`src/rtl/pipeline_hazard_ctrl.sv`:
```
// pipeline_hazard_ctrl: stall/flush control for a 5-stage pipeline (load-use, taken branch,
// data-memory wait with timeout) plus saturating stall/flush performance counters.
`default_nettype none

module pipeline_hazard_ctrl #(
  parameter int MEM_TIMEOUT = 255,
  parameter int CNT_W       = 16
) (
  input  logic             clk,
  input  logic             rstn,
  input  logic [4:0]       id_rs1,
  input  logic [4:0]       id_rs2,
  input  logic             id_uses_rs1,
  input  logic             id_uses_rs2,
  input  logic [4:0]       ex_rd,
  input  logic             ex_memread,
  input  logic             ex_branch_taken,
  input  logic             mem_req,
  input  logic             mem_ready,
  input  logic             err_clr,
  output logic             pc_we,
  output logic             ifid_we,
  output logic             ifid_flush,
  output logic             idex_bubble,
  output logic             idex_stall,
  output logic             exmem_hold,
  output logic             mem_timeout,
  output logic [CNT_W-1:0] stall_cnt,
  output logic [CNT_W-1:0] flush_cnt
);

  localparam int WAIT_W = (MEM_TIMEOUT < 2) ? 1 : $clog2(MEM_TIMEOUT + 1);
  localparam logic [WAIT_W-1:0] WAIT_LAST = WAIT_W'(MEM_TIMEOUT - 1);

  typedef enum logic [1:0] {
    RUN      = 2'd0,
    MEM_WAIT = 2'd1,
    ERROR    = 2'd2
  } state_t;

  state_t            state_q, state_d;
  logic [WAIT_W-1:0] wait_q, wait_d;
  logic              mem_timeout_q, mem_timeout_d;
  logic [CNT_W-1:0]  stall_cnt_q, flush_cnt_q;

  logic lu, ms, hold, eval_run, flush_inc;

  assign lu = ex_memread && (ex_rd != 5'd0) &&
              ((id_uses_rs1 && (id_rs1 == ex_rd)) || (id_uses_rs2 && (id_rs2 == ex_rd)));
  assign ms = mem_req && !mem_ready;

  always_comb begin
    state_d     = state_q;
    wait_d      = wait_q;
    hold        = 1'b0;
    eval_run    = 1'b0;
    pc_we       = 1'b1;
    ifid_we     = 1'b1;
    ifid_flush  = 1'b0;
    idex_bubble = 1'b0;
    idex_stall  = 1'b0;
    exmem_hold  = 1'b0;
    flush_inc   = 1'b0;

    case (state_q)
      RUN: begin
        if (ms) begin
          hold    = 1'b1;
          state_d = MEM_WAIT;
          wait_d  = '0;
        end else begin
          eval_run = 1'b1;
        end
      end
      MEM_WAIT: begin
        if (!mem_ready) begin
          hold   = 1'b1;
          wait_d = wait_q + WAIT_W'(1);
          if (wait_q >= WAIT_LAST) state_d = ERROR;
        end else begin
          // Release cycle behaves exactly like RUN, so a held branch acts only here.
          eval_run = 1'b1;
          state_d  = RUN;
        end
      end
      ERROR: begin
        hold = 1'b1;
        if (err_clr) state_d = RUN;
      end
      default: state_d = RUN;
    endcase

    if (hold) begin
      pc_we      = 1'b0;
      ifid_we    = 1'b0;
      idex_stall = 1'b1;
      exmem_hold = 1'b1;
    end else if (eval_run && ex_branch_taken) begin
      ifid_flush  = 1'b1;
      idex_bubble = 1'b1;
      flush_inc   = 1'b1;
    end else if (eval_run && lu) begin
      pc_we       = 1'b0;
      ifid_we     = 1'b0;
      idex_bubble = 1'b1;
    end

    // Keep the pipeline free-running while reset is asserted, whatever the inputs.
    if (!rstn) begin
      pc_we       = 1'b1;
      ifid_we     = 1'b1;
      ifid_flush  = 1'b0;
      idex_bubble = 1'b0;
      idex_stall  = 1'b0;
      exmem_hold  = 1'b0;
      flush_inc   = 1'b0;
    end
  end

  assign mem_timeout_d = (state_d == ERROR);

  always_ff @(posedge clk or negedge rstn) begin
    if (!rstn) begin
      state_q       <= RUN;
      wait_q        <= '0;
      mem_timeout_q <= 1'b0;
      stall_cnt_q   <= '0;
      flush_cnt_q   <= '0;
    end else begin
      state_q       <= state_d;
      wait_q        <= wait_d;
      mem_timeout_q <= mem_timeout_d;
      if (!pc_we && (stall_cnt_q != '1)) stall_cnt_q <= stall_cnt_q + CNT_W'(1);
      if (flush_inc && (flush_cnt_q != '1)) flush_cnt_q <= flush_cnt_q + CNT_W'(1);
    end
  end

  assign mem_timeout = mem_timeout_q;
  assign stall_cnt   = stall_cnt_q;
  assign flush_cnt   = flush_cnt_q;

endmodule

`default_nettype wire

```
`config.mk`:
```
export PLATFORM = sky130hd
export DESIGN_NAME = pipeline_hazard_ctrl
export DESIGN_NICKNAME = d
export VERILOG_FILES = /design/src/rtl/pipeline_hazard_ctrl.sv
export SDC_FILE = /design/constraint.sdc
export NUM_CORES = 1
export LEC_CHECK = 0
export CAP_MARGIN = 10
export CORE_ASPECT_RATIO = 1.25
export CORE_MARGIN = 5
export CORE_UTILIZATION = 54
export CTS_BUF_LIST = sky130_fd_sc_hd__clkbuf_8
export DETAILED_ROUTE_END_ITERATION = 6
export PLACE_DENSITY = 0.9
export SYNTH_ARGS = -nofsm -noshare
export SYNTH_HDL_FRONTEND = slang
export SYNTH_SLANG_ARGS = --single-unit
export TNS_END_PERCENT = 5
```
`constraint.sdc`:
```
create_clock -name clk -period 4.5 [get_ports clk]
set_clock_uncertainty 0.15 [all_clocks]
set_input_delay 0.9 -clock clk [delete_from_list [all_inputs] [get_ports clk]]
set_output_delay 0.9 -clock clk [all_outputs]
set_load 0.05 [all_outputs]
```
Run 1, where the registers sit:
(6 px per um) Other sequential cells in the stronger grey, the rest of the logic in the fainter grey.
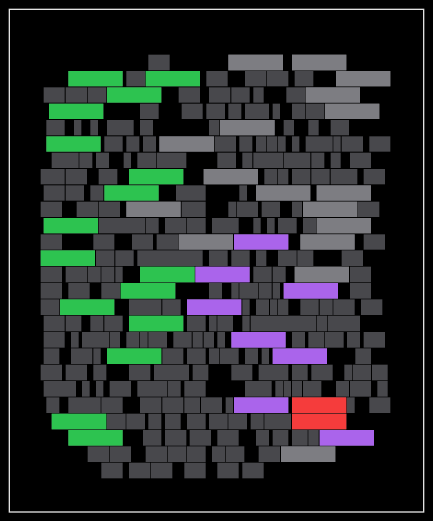
purple -> wait_q  # flops 8
red -> state_q  # flops 2
green -> stall_cnt  # flops 16

Run 1, cell classes on the final placement:
(3 px per um)
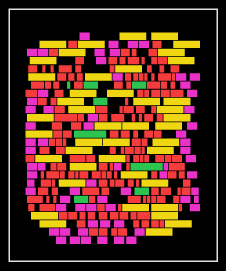
green -> clock drivers and dummy loads  # cells 8, share of their area 4.3%
yellow -> registers  # cells 43, share of their area 35%
red -> remaining logic cells  # cells 164, share of their area 40%
magenta -> remaining buffers and delay cells  # cells 65, share of their area 20%

Run 1, routed metal, one colour a layer:
(4 px per um) Two of the layers only.
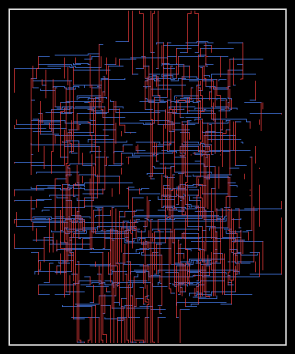
blue -> M1  # wire length 2290 um
red -> M2  # wire length 2800 um
Via Count: 1863
Overall Global Routing Usage: 0.2040
DR WL/cell: 16.17 um
Routed WL: 5.434 mm

==> results.tsv, run 1 <==
stage	metric	value	unit
routing	routed.top_layer	met4	
placed_design	dp_hpwl	3.939	mm
worst_setup_path	end_kind	primary output	
worst_setup_path	reg2reg_from	stall_cnt[0]	
finish	fin_area	3136	um2
yosys	aoi_share	0.07017	
power	seq_power_share	0.403	
worst_setup_path	crit_fanout	8	
routing	dr.pass1.iters	4	
power	power_combinational	389	uW
routing	postRouteAntennaNets	0	
yosys	ys_area	2336	um2
yosys	ys_sh_adder	0.02142	
yosys	yosysMostFrequentCell	dfrtp_1	
worst_setup_path	cp_common_cell	clkdlybuf4s50_1	
worst_setup_path	rrSetupSlack	2.05	ns
cts	cts.clk_slew.worst_paths	0.08	ns
timing	slew_headroom	0.4862	
timing	tns	0	ns
yosys	numSynthFlops	43	
job	maxCapViolations	0	
power	power_density	395.6	nW/um2
finish	final_cells	336	
worst_setup_path	startpoint	mem_ready	
finish	seq_area	1076	um2
placed_design	dpl.cell_count	327	
worst_setup_path	endpoint	exmem_hold	
global_routing	grt_pass1_wl	9.087	mm
yosys	netlist_logic_family_top	simple AND/OR/NAND/NOR gates	
yosys	ys_types	49	
finish	lay_top_count	clkdlybuf4s50_1	
cts	post_cts_buffers	0	
global_routing	antenna_found_initial	0	
timing	fin_ws	0.6874	ns
yosys	synth_seq_share	0.4606	
die	die_w	68.83	um
routing	drt_first_iter_violations	77	
worst_setup_path	critPathKind	input port to primary output	
yosys	ys_sh_mux	0.03321	
power	p_total	1240	uW
finish	n_antenna_cell	0	
worst_setup_path	path_depth	5	
timing	finalClockPeriodUsage	0.8473	
yosys	edf_count	0	
timing	setup_viol	0	
finish	nNetsFinal	307	
cts	cts_tree	done	
status	outcome	completed	
finish	drive_gt1_frac	0.1429	
power	power.group.top	registers	
placed_design	pre_cts_ws	0.6827	ns
timing	max_freq	0.2623	GHz
die	initCoreUtil	0.5654	
worst_setup_path	crit_chain	clkdlybuf4s50_1 > nor3_2 > buf_4 > o21a_1 > clkdlybuf4s50_1	
die	die_y	83.54	um
worst_setup_path	r2r_cells	6	
placed_design	placed_cell_area	2998	um2
power	p_sw	443.9	uW
cts	cts-resized-gates	0	
worst_setup_path	reg2reg_to	stall_cnt[1]	
cts	cts_buffer_depth	2	
global_routing	grt_max_degree	45	
yosys	fp_nets	239	
power	p_clk_frac	0.284	
global_routing	grtUsageMet1	0.2610	
yosys	synth_area	2336	um2
cts	root_buffer	clkbuf_8	
worst_setup_path	path_delay_family	buffers and inverters	
worst_setup_path	critPathRequiredTime	3.45	ns
yosys	top_area_frac	0.4606	
power	intPower	796.4	uW
global_routing	gr-total-overflow	0	
worst_setup_path	arrival	2.76	ns
worst_setup_path	critPathMaxStageDelay	0.82	ns
worst_setup_path	timing.critical_path.buf_inv	3	
routing	vias_per_cell	5.545	
yosys	ys_top_cells_by_area	dfrtp_1 46%, xnor2_1 8.2%, xor2_1 7.1%	
timing	fin_hold_ws	0.3426	ns
yosys	synth-simple-area-share	0.2394	
die	io-pin-count	63	
finish	most-common-layout-cells	58 x clkdlybuf4s50_1, 43 x dfrtp_1, 22 x xnor2_1, 19 x xor2_1, 17 x nand2_1	
routing	met1Wirelength	2.288	mm
routing	wl_met3	299	um
die	core_area	4131	um2
power	peakVddDrop	0.3976	mV
global_routing	gr-usage-met2	0.3380	
finish	area_growth	34.23	%
timing	slew_violations	0	
worst_setup_path	crit_slowest_cell	clkdlybuf4s50_1	
[run 1: area by class of cell]
type,instances,area share
clock buffers,5,0.02195
clock inverters,3,0.02035
inverters,5,0.005986
multi-input cells,159,0.3859
flip-flops and latches,43,0.3432
well taps,56,0.02235
repair buffers,65,0.2003
[run 1: how the worst min path moves through the flow]
stage / start / end / slack (ns) / cells after the start
after floorplan: wait_q[0] / wait_q[0] / 0.35 / 1
after detailed placement: flush_cnt[15] / flush_cnt[15] / 0.34 / 1
final: flush_cnt[15] / flush_cnt[15] / 0.34 / 1
after global routing: flush_cnt[15] / flush_cnt[15] / 0.37 / 1
after global placement: stall_cnt[7] / stall_cnt[7] / 0.33 / 1
after CTS: flush_cnt[15] / flush_cnt[15] / 0.35 / 1
## Run 2: what changed since run 1
--- a/config.mk
+++ b/config.mk
@@ -8,10 +8,10 @@
 export CAP_MARGIN = 10
 export CORE_ASPECT_RATIO = 1.25
 export CORE_MARGIN = 5
-export CORE_UTILIZATION = 54
+export CORE_UTILIZATION = 45
 export CTS_BUF_LIST = sky130_fd_sc_hd__clkbuf_8
 export DETAILED_ROUTE_END_ITERATION = 6
-export PLACE_DENSITY = 0.9
+export PLACE_DENSITY = 0.8
 export SYNTH_ARGS = -nofsm -noshare
 export SYNTH_HDL_FRONTEND = slang
 export SYNTH_SLANG_ARGS = --single-unit
==> constraint.sdc (replaced) <==
create_clock -name clk -period 3.5 [get_ports clk]
set_clock_uncertainty 0.15 [all_clocks]
set_input_delay 0.7 -clock clk [delete_from_list [all_inputs] [get_ports clk]]
set_output_delay 0.7 -clock clk [all_outputs]
set_load 0.05 [all_outputs]
Run 2, routed metal, one colour a layer:
(4 px per um) Two of the layers only.
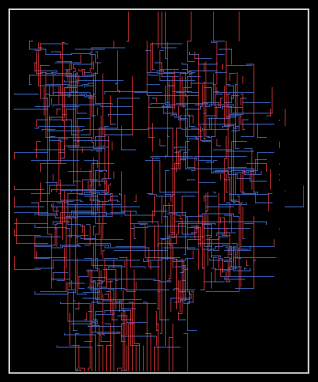
red -> M2  # wire length 2630 um
blue -> M1  # wire length 2160 um
Overall Global Routing Usage: 0.1637
Routed WL: 5.144 mm
DR WL/cell: 15.00 um
Via Count: 1842

Run 2, placed standard cells:
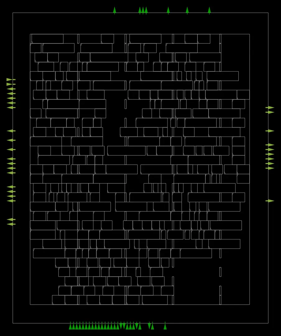
number of tapcells: 62
Seq/total area: 0.3341
final core utilization: 0.6386
Layout Cells excl Fill: 343

Run 2, cell classes on the final placement:
(3 px per um)
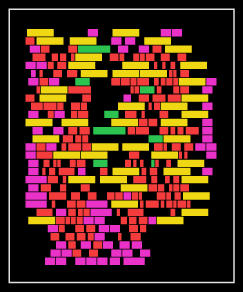
green -> clock drivers and dummy loads  # cells 8, share of their area 4.2%
red -> remaining logic cells  # cells 164, share of their area 39%
yellow -> registers  # cells 43, share of their area 34%
magenta -> remaining buffers and delay cells  # cells 66, share of their area 22%

==> run 2 against run 1 <==
Against the previous run: core utilization is 12 points lower; critical path depth is 1 higher; sequential power rose by 29%; routed wire length fell by 5.3%; non-clock buffer count is 1 higher; cell count up 2.1%; power increased by 29%; sequential share of layout area is 0.91 points lower; area after synthesis is the same; clock power rose by 27%; hold slack worse by 0.24 ns; critical path type unchanged; die size rose by 17%.
==> results.tsv, run 2 <==
stage	metric	value	unit	change
routing	met1Wirelength	2.156	mm	-5.8%
finish	lay_top_count	clkdlybuf4s50_1		
yosys	ys_area	2336	um2	unchanged
cts	cts-resized-gates	0		unchanged
global_routing	gr-total-overflow	0		unchanged
yosys	aoi_share	0.07017		unchanged
yosys	ys_sh_mux	0.03321		unchanged
power	peakVddDrop	0.3767	mV	-5.3%
timing	slew_violations	0		unchanged
finish	area_growth	37.87	%	
global_routing	antenna_found_initial	0		unchanged
power	seq_power_share	0.403		about the same
power	p_clk_frac	0.281		-0.003
power	intPower	1033	uW	+30%
yosys	synth_seq_share	0.4606		unchanged
placed_design	dpl.cell_count	335		+2.4%
power	p_sw	566.3	uW	+28%
die	die_y	90.56	um	+8.4%
yosys	numSynthFlops	43		unchanged
worst_setup_path	crit_slowest_cell	or4_1		
yosys	fp_nets	239		unchanged
cts	cts_buffer_depth	2		unchanged
power	power_combinational	505	uW	+30%
timing	tns	0	ns	unchanged
timing	fin_ws	0.2439	ns	-0.4435 ns
timing	max_freq	0.3071	GHz	
routing	drt_first_iter_violations	42		-45%
worst_setup_path	end_kind	primary output		
finish	n_antenna_cell	0		unchanged
power	p_total	1600	uW	+29%
routing	wl_met3	265	um	-11%
cts	post_cts_buffers	0		unchanged
die	initCoreUtil	0.4632		-0.1023
placed_design	placed_cell_area	3088	um2	+3.0%
yosys	netlist_logic_family_top	simple AND/OR/NAND/NOR gates		
worst_setup_path	timing.critical_path.buf_inv	2		-1
yosys	edf_count	0		unchanged
die	core_area	5044	um2	+22%
worst_setup_path	arrival	2.41	ns	-0.35 ns
power	power_density	496.7	nW/um2	+26%
global_routing	grt_pass1_wl	8.949	mm	-1.5%
finish	drive_gt1_frac	0.1566		+0.01373
worst_setup_path	critPathKind	input port to primary output		
worst_setup_path	path_delay_family	simple AND/OR/NAND/NOR gates		
timing	slew_headroom	0.6580		+0.1717
routing	routed.top_layer	met4		
worst_setup_path	crit_fanout	5		-3
worst_setup_path	crit_chain	clkdlybuf4s50_1 > or4_1 > o21a_1 > nand3_1 > o21ba_4 > buf_12		
die	die_w	74.44	um	+8.2%
yosys	ys_types	49		unchanged
yosys	ys_top_cells_by_area	dfrtp_1 46%, xnor2_1 8.2%, xor2_1 7.1%		
status	outcome	completed		
placed_design	pre_cts_ws	0.2549	ns	-0.4278 ns
cts	cts.clk_slew.worst_paths	0.08	ns	about the same
worst_setup_path	critPathRequiredTime	2.65	ns	-0.80 ns
routing	dr.pass1.iters	4		unchanged
cts	root_buffer	clkbuf_8		
yosys	synth-simple-area-share	0.2394		unchanged
timing	fin_hold_ws	0.1043	ns	-0.2384 ns
job	maxCapViolations	0		unchanged
routing	vias_per_cell	5.370		-3.1%
yosys	ys_sh_adder	0.02142		unchanged
routing	postRouteAntennaNets	0		unchanged
timing	finalClockPeriodUsage	0.9303		
worst_setup_path	rrSetupSlack	1.30	ns	-0.75 ns
==> run 2: cell type report <==
type / count / area, um2 / area share
multi-input combinational: 159 / 1210 / 0.3757
sequential: 43 / 1076 / 0.3341
timing repair buffer: 66 / 705.7 / 0.2191
tap: 62 / 77.57 / 0.02409
clock buffer: 5 / 68.82 / 0.02137
clock inverter: 3 / 63.81 / 0.01981
inverter: 5 / 18.77 / 0.005828
==> run 2: path summary, 6_finish.rpt <==
path | from | endpoint | depth (start not counted)
max in group asynchronous | rstn | stall_cnt[4] | 2
min in group clk | flush_cnt[15] | flush_cnt[15] | 1
worst max register to register | stall_cnt[0] | stall_cnt[1] | 7
worst max-delay path | ex_rd[1] | pc_we | 6
worst min register to register | flush_cnt[15] | flush_cnt[15] | 1
worst min-delay path | rstn | stall_cnt[12] | 1
## Run 3: what changed since run 2
--- a/config.mk
+++ b/config.mk
@@ -7,9 +7,9 @@
 export LEC_CHECK = 0
 export CAP_MARGIN = 10
 export CORE_ASPECT_RATIO = 1.25
-export CORE_MARGIN = 5
 export CORE_UTILIZATION = 45
 export CTS_BUF_LIST = sky130_fd_sc_hd__clkbuf_8
+export CTS_CLUSTER_DIAMETER = 60
 export DETAILED_ROUTE_END_ITERATION = 6
 export PLACE_DENSITY = 0.8
 export SYNTH_ARGS = -nofsm -noshare
Run 3, where the registers sit:
(6 px per um) Other sequential cells in the stronger grey, the rest of the logic in the fainter grey.
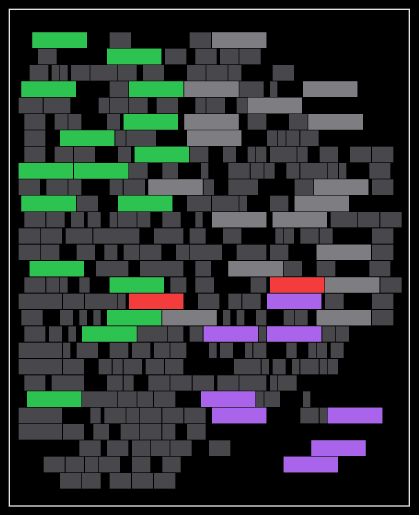
purple -> wait_q  # flops 8
red -> state_q  # flops 2
green -> stall_cnt  # flops 16

Run 3, cell classes on the final placement:
(3 px per um)
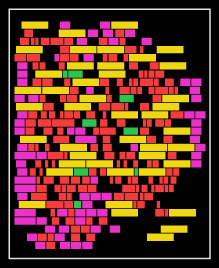
red -> remaining logic cells  # cells 164, share of their area 40%
magenta -> remaining buffers and delay cells  # cells 66, share of their area 23%
green -> clock drivers and dummy loads  # cells 8, share of their area 2.7%
yellow -> registers  # cells 43, share of their area 35%
FP Rows: 28
final core utilization: 0.6511
Seq/total area: 0.3394
design area: 3171 um2
Core ar.: 4870 um2

Run 3, M3 wires:
(4 px per um)
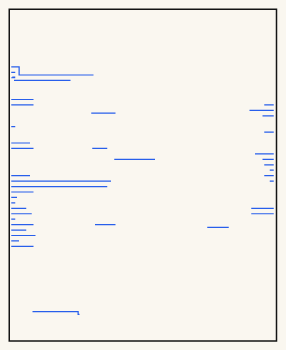
share of all routed wire = 4.5%
longest straight run = 24.6 um
nets with wire on the layer = 37
wire length on this layer = 226 um
Via Count: 1817
M3 GR Usage: 0.03846
Routed WL: 5.002 mm

==> run 3 against run 2 <==
Against the previous run: sequential cell count is the same; die size shrank 19%; sequential power is essentially flat; area after synthesis is the same; worst setup slack gained 0.013 ns; via count shrank 1.4%; synthesized cell count is the same; combinational power is essentially flat; critical path type unchanged; largest cell class unchanged.
==> results.tsv, run 3 <==
stage	metric	value	unit	change
worst_setup_path	crit_slowest_cell	or4_1		
status	outcome	completed		
placed_design	placed_cell_area	3085	um2	about the same
timing	max_freq	0.3084	GHz	+0.41%
finish	drive_gt1_frac	0.1566		unchanged
worst_setup_path	path_depth	6		unchanged
timing	slew_violations	0		unchanged
power	p_total	1453	uW	-9.2%
die	die_w	66.44	um	-11%
worst_setup_path	timing.critical_path.buf_inv	2		unchanged
power	seq_power_share	0.443		+0.040
yosys	ys_types	49		unchanged
power	p_clk_frac	0.211		-0.070
worst_setup_path	endpoint	ifid_we		
yosys	edf_count	0		unchanged
worst_setup_path	reg2reg_to	stall_cnt[1]		
routing	routed.top_layer	met4		
routing	postRouteAntennaNets	0		unchanged
placed_design	dpl.cell_count	333		-0.60%
power	peakVddDrop	0.5298	mV	+41%
worst_setup_path	end_kind	primary output		
timing	finalClockPeriodUsage	0.9266		-0.003759
cts	root_buffer	clkbuf_8		
routing	avgRoutedWirePerCell	14.67	um	-2.2%
global_routing	grt_pass1_wl	8.183	mm	-8.6%
cts	cts_buffer_depth	2		unchanged
power	power_combinational	504	uW	about the same
timing	fin_hold_ws	0.1235	ns	+0.01925 ns
routing	drt_first_iter_violations	71		+69%
finish	n_antenna_cell	0		unchanged
cts	post_cts_buffers	0		unchanged
global_routing	grt_usage	0.1954		+0.03166
yosys	synth_seq_share	0.4606		unchanged
cts	cts.clk_slew.worst_paths	0.09	ns	about the same
timing	tns	0	ns	unchanged
finish	final_cells	341		-0.58%
routing	wl_met3	225	um	-15%
timing	slew_headroom	0.6505		-0.007514
worst_setup_path	critPathRequiredTime	2.65	ns	about the same
die	initCoreUtil	0.4797		+0.01654
routing	vias_per_cell	5.328		-0.78%
power	p_sw	566.0	uW	about the same
worst_setup_path	critPathKind	input port to primary output		
routing	met1Wirelength	2.235	mm	+3.7%
worst_setup_path	path_delay_family	simple AND/OR/NAND/NOR gates		
yosys	numSynthFlops	43		unchanged
power	power_density	458.3	nW/um2	-7.7%
finish	area_growth	35.73	%	
worst_setup_path	startpoint	ex_rd[1]		
worst_setup_path	rrSetupSlack	1.29	ns	about the same
global_routing	gr-total-overflow	0		unchanged
yosys	ys_top_cells_by_area	dfrtp_1 46%, xnor2_1 8.2%, xor2_1 7.1%		
cts	cts-resized-gates	0		unchanged
[run 3: cell counts after synthesis]
Identical to the previous run, type by type.
[run 3: cell families (layout without fill, tap and decap cells)]
kind of cell / Yosys count / after routing / synth area share
AND/OR/NAND/NOR: 87 / 87 / 0.2394
AND-OR/OR-AND: 21 / 21 / 0.07017
XOR/XNOR: 41 / 41 / 0.1537
buffers and inverters: 9 / 79 / 0.02142
multiplexers: 6 / 6 / 0.03321
adder cells (fa/ha/maj): 4 / 4 / 0.02143
flip-flops: 43 / 43 / 0.4606
[run 3: layout make-up]
cell class / count / area (um2)
multi-input combinational: 159 / 1210
timing repair buffer: 66 / 705.7
clock inverter: 3 / 16.27
sequential: 43 / 1076
fill: 386 / 1699
inverter: 5 / 18.77
clock buffer: 5 / 68.82
tap: 60 / 75.07
Power is estimated from default activity; no workload was simulated.
